## config.mk

```make
export PLATFORM = sky130hd
export DESIGN_NAME = pixart_i2c_seq
export DESIGN_NICKNAME = d
export VERILOG_FILES = /design/src/rtl/pixart_i2c_seq.sv
export SDC_FILE = /design/constraint.sdc
export NUM_CORES = 1
export LEC_CHECK = 0
export ABC_AREA = 1
export CORE_ASPECT_RATIO = 1.5
export CORE_MARGIN = 2
export CORE_UTILIZATION = 30
export DETAILED_ROUTE_END_ITERATION = 16
export SLEW_MARGIN = 40
export SYNTH_ARGS = -nofsm -noshare
export SYNTH_HDL_FRONTEND = slang
export SYNTH_SLANG_ARGS = --single-unit
```

## constraint.sdc

```tcl
create_clock -name clk -period 2.5 [get_ports clk]
set_input_delay 0.5 -clock clk [delete_from_list [all_inputs] [get_ports clk]]
set_output_delay 0.5 -clock clk [all_outputs]
set_load 0.03 [all_outputs]
```

## src/rtl/pixart_i2c_seq.sv

```systemverilog
// Pixart IR camera sequencer: drives i2c_master through the six-write init
// sequence, then loops forever on a pointer write (0x36) plus burst read.
module pixart_i2c_seq #(
  parameter logic [6:0] I2C_ADDR     = 7'h58,
  parameter int         GAP_CYCLES   = 100,
  parameter int         POLL_CYCLES  = 1000,
  parameter logic [2:0] READ_PACKETS = 3'd7
) (
  input  logic        clk,
  input  logic        reset_n,
  input  logic        enable,
  input  logic        i2c_ready,
  output logic        i2c_start,
  output logic [6:0]  i2c_addr,
  output logic [15:0] i2c_data,
  output logic [2:0]  i2c_packets,
  output logic        i2c_rw,
  output logic        init_done,
  output logic        poll_strobe,
  output logic        busy
);

  localparam int MAX_CYCLES = (GAP_CYCLES > POLL_CYCLES) ? GAP_CYCLES : POLL_CYCLES;
  localparam int CNT_W      = (MAX_CYCLES > 1) ? $clog2(MAX_CYCLES) : 1;
  localparam logic [CNT_W-1:0] GAP_LOAD  = CNT_W'(GAP_CYCLES - 1);
  localparam logic [CNT_W-1:0] POLL_LOAD = CNT_W'(POLL_CYCLES - 1);

  typedef enum logic [1:0] {
    IDLE,
    WAIT_ACK,
    WAIT_DONE,
    GAP
  } state_t;

  state_t           state, state_next;
  logic [2:0]       cmd_idx, cmd_idx_next;
  logic [CNT_W-1:0] gap_cnt, gap_cnt_next;
  logic             start_next;
  logic [15:0]      data_next;
  logic [2:0]       packets_next;
  logic             rw_next;
  logic             init_done_next;
  logic             poll_strobe_next;
  logic             load;
  logic [2:0]       load_idx;

  function automatic logic [15:0] cmd_data(input logic [2:0] idx);
    case (idx)
      3'd0:    cmd_data = 16'h3001;
      3'd1:    cmd_data = 16'h3008;
      3'd2:    cmd_data = 16'h0690;
      3'd3:    cmd_data = 16'h08C0;
      3'd4:    cmd_data = 16'h1A40;
      3'd5:    cmd_data = 16'h3333;
      3'd6:    cmd_data = 16'h3600;
      default: cmd_data = 16'h0000;
    endcase
  endfunction

  function automatic logic [2:0] cmd_packets(input logic [2:0] idx);
    case (idx)
      3'd6:    cmd_packets = 3'd1;
      3'd7:    cmd_packets = READ_PACKETS;
      default: cmd_packets = 3'd2;
    endcase
  endfunction

  assign i2c_addr = I2C_ADDR;
  assign busy     = (state != IDLE);

  always_ff @(posedge clk or negedge reset_n) begin
    if (!reset_n) begin
      state       <= IDLE;
      cmd_idx     <= 3'd0;
      gap_cnt     <= '0;
      i2c_start   <= 1'b0;
      i2c_data    <= 16'h0000;
      i2c_packets <= 3'd0;
      i2c_rw      <= 1'b0;
      init_done   <= 1'b0;
      poll_strobe <= 1'b0;
    end else begin
      state       <= state_next;
      cmd_idx     <= cmd_idx_next;
      gap_cnt     <= gap_cnt_next;
      i2c_start   <= start_next;
      i2c_data    <= data_next;
      i2c_packets <= packets_next;
      i2c_rw      <= rw_next;
      init_done   <= init_done_next;
      poll_strobe <= poll_strobe_next;
    end
  end

  // Command fields are only reloaded together with a rising i2c_start
  always_comb begin
    state_next       = state;
    cmd_idx_next     = cmd_idx;
    gap_cnt_next     = gap_cnt;
    start_next       = i2c_start;
    data_next        = i2c_data;
    packets_next     = i2c_packets;
    rw_next          = i2c_rw;
    init_done_next   = init_done;
    poll_strobe_next = 1'b0;
    load             = 1'b0;
    load_idx         = cmd_idx;

    case (state)
      IDLE: begin
        cmd_idx_next = 3'd0;
        if (enable && i2c_ready) begin
          load       = 1'b1;
          load_idx   = 3'd0;
          state_next = WAIT_ACK;
        end
      end
      WAIT_ACK: begin
        if (!i2c_ready) begin
          start_next = 1'b0;
          state_next = WAIT_DONE;
        end
      end
      WAIT_DONE: begin
        if (i2c_ready) begin
          if (cmd_idx == 3'd5) init_done_next = 1'b1;
          if (cmd_idx == 3'd7) poll_strobe_next = 1'b1;
          gap_cnt_next = (cmd_idx == 3'd7) ? POLL_LOAD : GAP_LOAD;
          state_next   = GAP;
        end
      end
      GAP: begin
        if (gap_cnt != '0) begin
          gap_cnt_next = gap_cnt - 1'b1;
        end else if (!enable) begin
          state_next     = IDLE;
          cmd_idx_next   = 3'd0;
          init_done_next = 1'b0;
        end else begin
          // After the read, fall back to the pointer write rather than re-init
          load       = 1'b1;
          load_idx   = (cmd_idx == 3'd7) ? 3'd6 : cmd_idx + 3'd1;
          state_next = WAIT_ACK;
        end
      end
      default: state_next = IDLE;
    endcase

    if (load) begin
      cmd_idx_next = load_idx;
      start_next   = 1'b1;
      data_next    = cmd_data(load_idx);
      packets_next = cmd_packets(load_idx);
      rw_next      = (load_idx == 3'd7);
    end
  end

endmodule
```

==> CHANGELOG.md, run 1 <==
### Metrics

- Endpoint, Worst Hold: i2c_data[12]$_DFFE_PN0P_
- HP Class: reg2reg
- TritonCTS Buffers: 5
- Final hold vios: 0
- CTS tree: done
- Simple share: roughly 28%
- Die x size: slightly above 70 µm
- DRC: 0
- Final setup fails: 0
- Status: complete, no violations
- Ys flops: 31
- CTS clk-pin slew, worst paths: approximately 0.060 ns
- Aoi share: 13.77%
- PortBufs: 24
- # Cells Yosys: 244
- Max Cap Violations: 0
- Post-synthesis cell type count: 36
- DR WL/cell: 12.27 µm
- Total negative slack: 0 ns
- Sw power: roughly 1.1 mW
- Initial antenna violation count: 0
## run 1: critical path, cell delays in order, from the launching register on
cell and delay, ns:
dfrtp_1 0.39, inv_1 0.09, ha_1 0.26, inv_1 0.07, clkdlybuf4s50_1 0.66
## run 1: area by class of cell
type | count | area share [%]
timing repair buffer | 25 | 10.54
multi-input combinational | 164 | 42.12
clock buffer | 7 | 3.248
tap | 76 | 4.047
sequential | 31 | 33.01
inverter | 41 | 6.816
clock inverter | 1 | 0.2130
## run 1: registers in the layout (all words and copies together), names as in the netlist
register / flops
cmd_idx: 3
gap_cnt: 10
i2c_data: 10
i2c_packets: 3
i2c_start: 1
init_done: 1
poll_strobe: 1
state: 2
## run 1: power groups by stage
stage	sequential [mW]	combinational (mW)	clock, mW
global route	0.773	1.32	0.419
global placement	0.762	1.18	0
floorplan	0.848	0.782	0
CTS	0.754	1.19	0.395
finish	0.751	1.18	0.382
detailed placement	0.763	1.18	0
## run 1: routing by layer
metal / global-route usage, % / vias to the layer above / wire, µm
met1: 13.92 / 737 / 1683
li1: - / 803 / -
met3: 2.810 / 9 / 127
met2: 22.23 / 28 / 2317
met4: 5.391 / 0 / 104
met5: 0 / - / 0
## run 1: stage by stage
step                instances  util [%]  instance area, µm²  worst slack (ns)  hold slack, ns
floorplan                 252         -                2047            0.7098          0.2044
global placement          337     34.97                2268            0.2869          0.4832
detailed placement        337     34.97                2268            0.2574          0.4729
CTS                       345     36.23                2350            0.2392          0.5000
global route              345     36.23                2350            0.1492          0.5054
finish                    345     36.23                2350            0.2534          0.4930
## run 1: kinds of logic after synthesis
logic type,count (synthesis)
compound gates,40
flops,31
buf+inv,57
simple gates,105
xor+xnor,1
fa+ha+maj,8
other cells,2
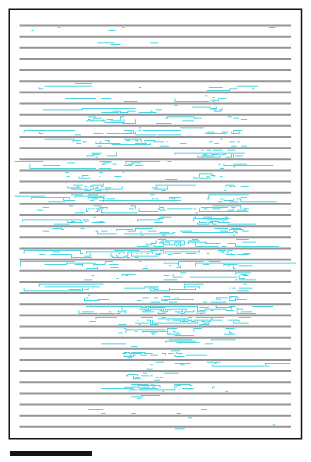
run_1/met1.png
Bar = 20 µm. Supply wires on this layer in grey.
longest straight run: 24.4 µm
main direction: horizontal
nets with wire on the layer: 248
wire length on this layer: 1680 µm
share of all routed wire: 40%
WL final: 4.233 mm
vias: 1577
met1 usage: 13.92%

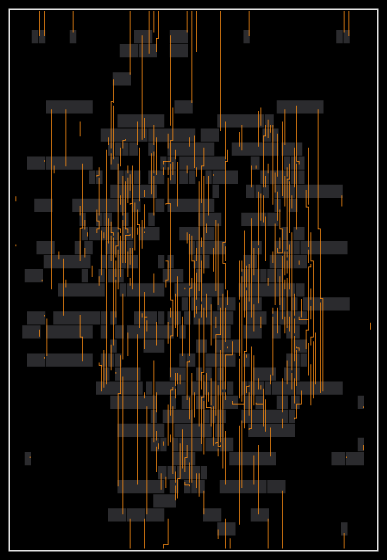
run_1/met2.png
Cells faint in the background.
main direction: vertical
wire length on this layer: 2320 µm
longest straight run: 45.2 µm
met2 Use GR: 22.23%

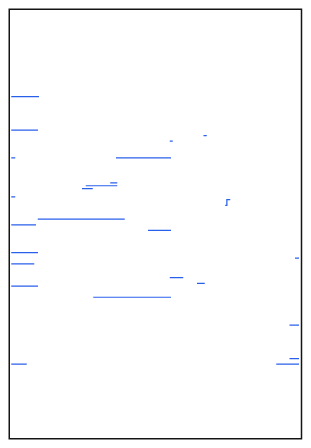
run_1/met3.png
main direction: horizontal
share of all routed wire: 3.0%
GRT met3 Usage: 2.810%

==> run 2: changes to the inputs <==
Settings changed: PLACE_DENSITY from default to 0.55.
==> run 2 against run 1 <==
Against the previous run:
- clock skew grew 0.0013 ns
- critical path depth did not move
- first-iteration DRC count fell by 46%
- via count increased by 0.82%
- global-route usage fell by 0.25 points
- sequential share of layout area down 0.19 points
- setup slack better by 0.0024 ns
- critical path type unchanged
- highest routed layer unchanged
==> CHANGELOG.md, run 2 <==
### Metrics

- Chip Area, Yosys: approximately 2000 µm²
- Final setup fails: 0
- Max Cap Violations: 0
- Met3 wire length: about 140 µm
- TritonCTS Buffers: 5
- Die x size: 70.95 µm
- PortBufs: 24
- F_max: between 400 and 500 MHz
- Fin util: between 30% and 40%
- Total negative slack: 0 ns
- Simple share: ~28%
- Leakage: 1.097 nW
- Dpl cells: 338
- Aoi share: between 10% and 20%
- Final instance area: 2364 µm²
- Place WS: around 0.34 ns
- Ys flops: 31
- Status: complete, no violations
- # Cells Yosys: about 240
- CTS tree: done
- DRT Pass-1 Iters: 4
- Initial antenna violation count: 0
- Post-synthesis cell type count: 36
- Final hold vios: 0
- Largest registers: gap_cnt (10), i2c_data (10)
- Seq/Total Area, Yosys: around two fifths
- HP Class: reg2reg
- Smallest setup slack after layout: 0.2558 ns
- Met2 wire length: around 2.3 mm
- Die height: 104.4 µm
- CTS clk-pin slew, worst paths: approximately 0.060 ns
- Diodes inserted: 0
- Finished Layout Cells: approximately 350
- Post-DP Area: ~2300 µm²
- DRC: 0
- Fin. max-slew vios: 0
- Hold Slack: 0.4827 ns
- M1 WL: 1.646 mm
- Critical Path Fanout Max: 5
- Filler cells: slightly above 700
- Top Ports: 35
- Top Layer Used: met4
-- run 2: cell counts after synthesis --
Identical to the previous run, type by type.
-- run 2: cells by family after synthesis --
logic type	after synthesis
AND/OR/NAND/NOR	105
buffers and inverters	57
AND-OR/OR-AND	40
flip-flops	31
adder cells (fa/ha/maj)	8
other	2
XOR/XNOR	1
-- run 2: worst max-delay path, stage by stage (launching register included) --
cell and delay (ns):
dfrtp_1 0.39, inv_1 0.09, ha_1 0.25, inv_1 0.07, clkdlybuf4s50_1 0.66
-- run 2: worst paths after layout --
check                                            to  cells after the start               startpoint  slack, ns
max                                            busy                      4     state[0]$_DFFE_PN0P_       0.26
min                         i2c_data[0]$_DFFE_PN0P_                      2  i2c_data[0]$_DFFE_PN0P_       0.48
max reg2reg                i2c_data[13]$_DFFE_PN0P_                     14     state[0]$_DFFE_PN0P_       0.50
min reg2reg                 i2c_data[0]$_DFFE_PN0P_                      2  i2c_data[0]$_DFFE_PN0P_       0.48
max in group asynchronous   i2c_data[0]$_DFFE_PN0P_                      2                  reset_n       1.59
min in group asynchronous    gap_cnt[8]$_DFFE_PN0P_                      2                  reset_n       0.62
-- run 2: area by class of cell --
cell class / instances / share of cell area, %
Multi-Input combinational cell: 164 / 41.87
Timing Repair Buffer: 26 / 10.80
Tap cell: 76 / 4.023
Clock inverter: 1 / 0.2118
Inverter: 41 / 6.776
Clock buffer: 6 / 3.494
Sequential cell: 31 / 32.82
-- run 2: where the power goes --
group	internal, mW	switching [mW]	leakage (nW)	total (mW)
combinational	0.396	0.775	0.666	1.17
sequential	0.647	0.102	0.384	0.749
clock	0.216	0.182	0.0470	0.398
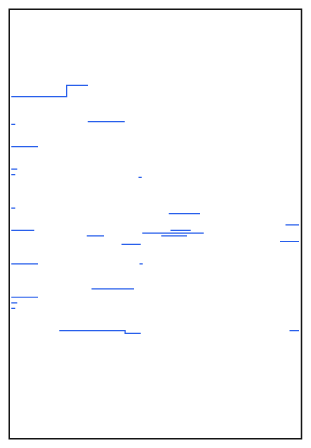
run_2/met3.png
nets with wire on the layer: 20
main direction: horizontal
share of all routed wire: 3.4%
longest straight run: 15.9 µm
WL final: 4.172 mm
GRT met3 Usage: 2.422%
vias: 1590

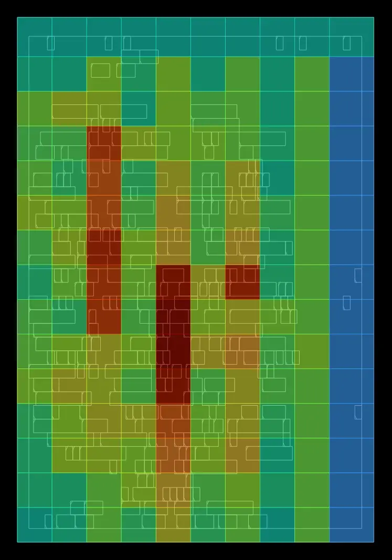
run_2/final_congestion.png
grt peak-use layer: met2
met1 usage: 13.09%
gr usage total: 12.24%
met2 Use GR: 22.30%
DR WL/cell: 12.09 µm

Power and IR drop assume default switching activity.
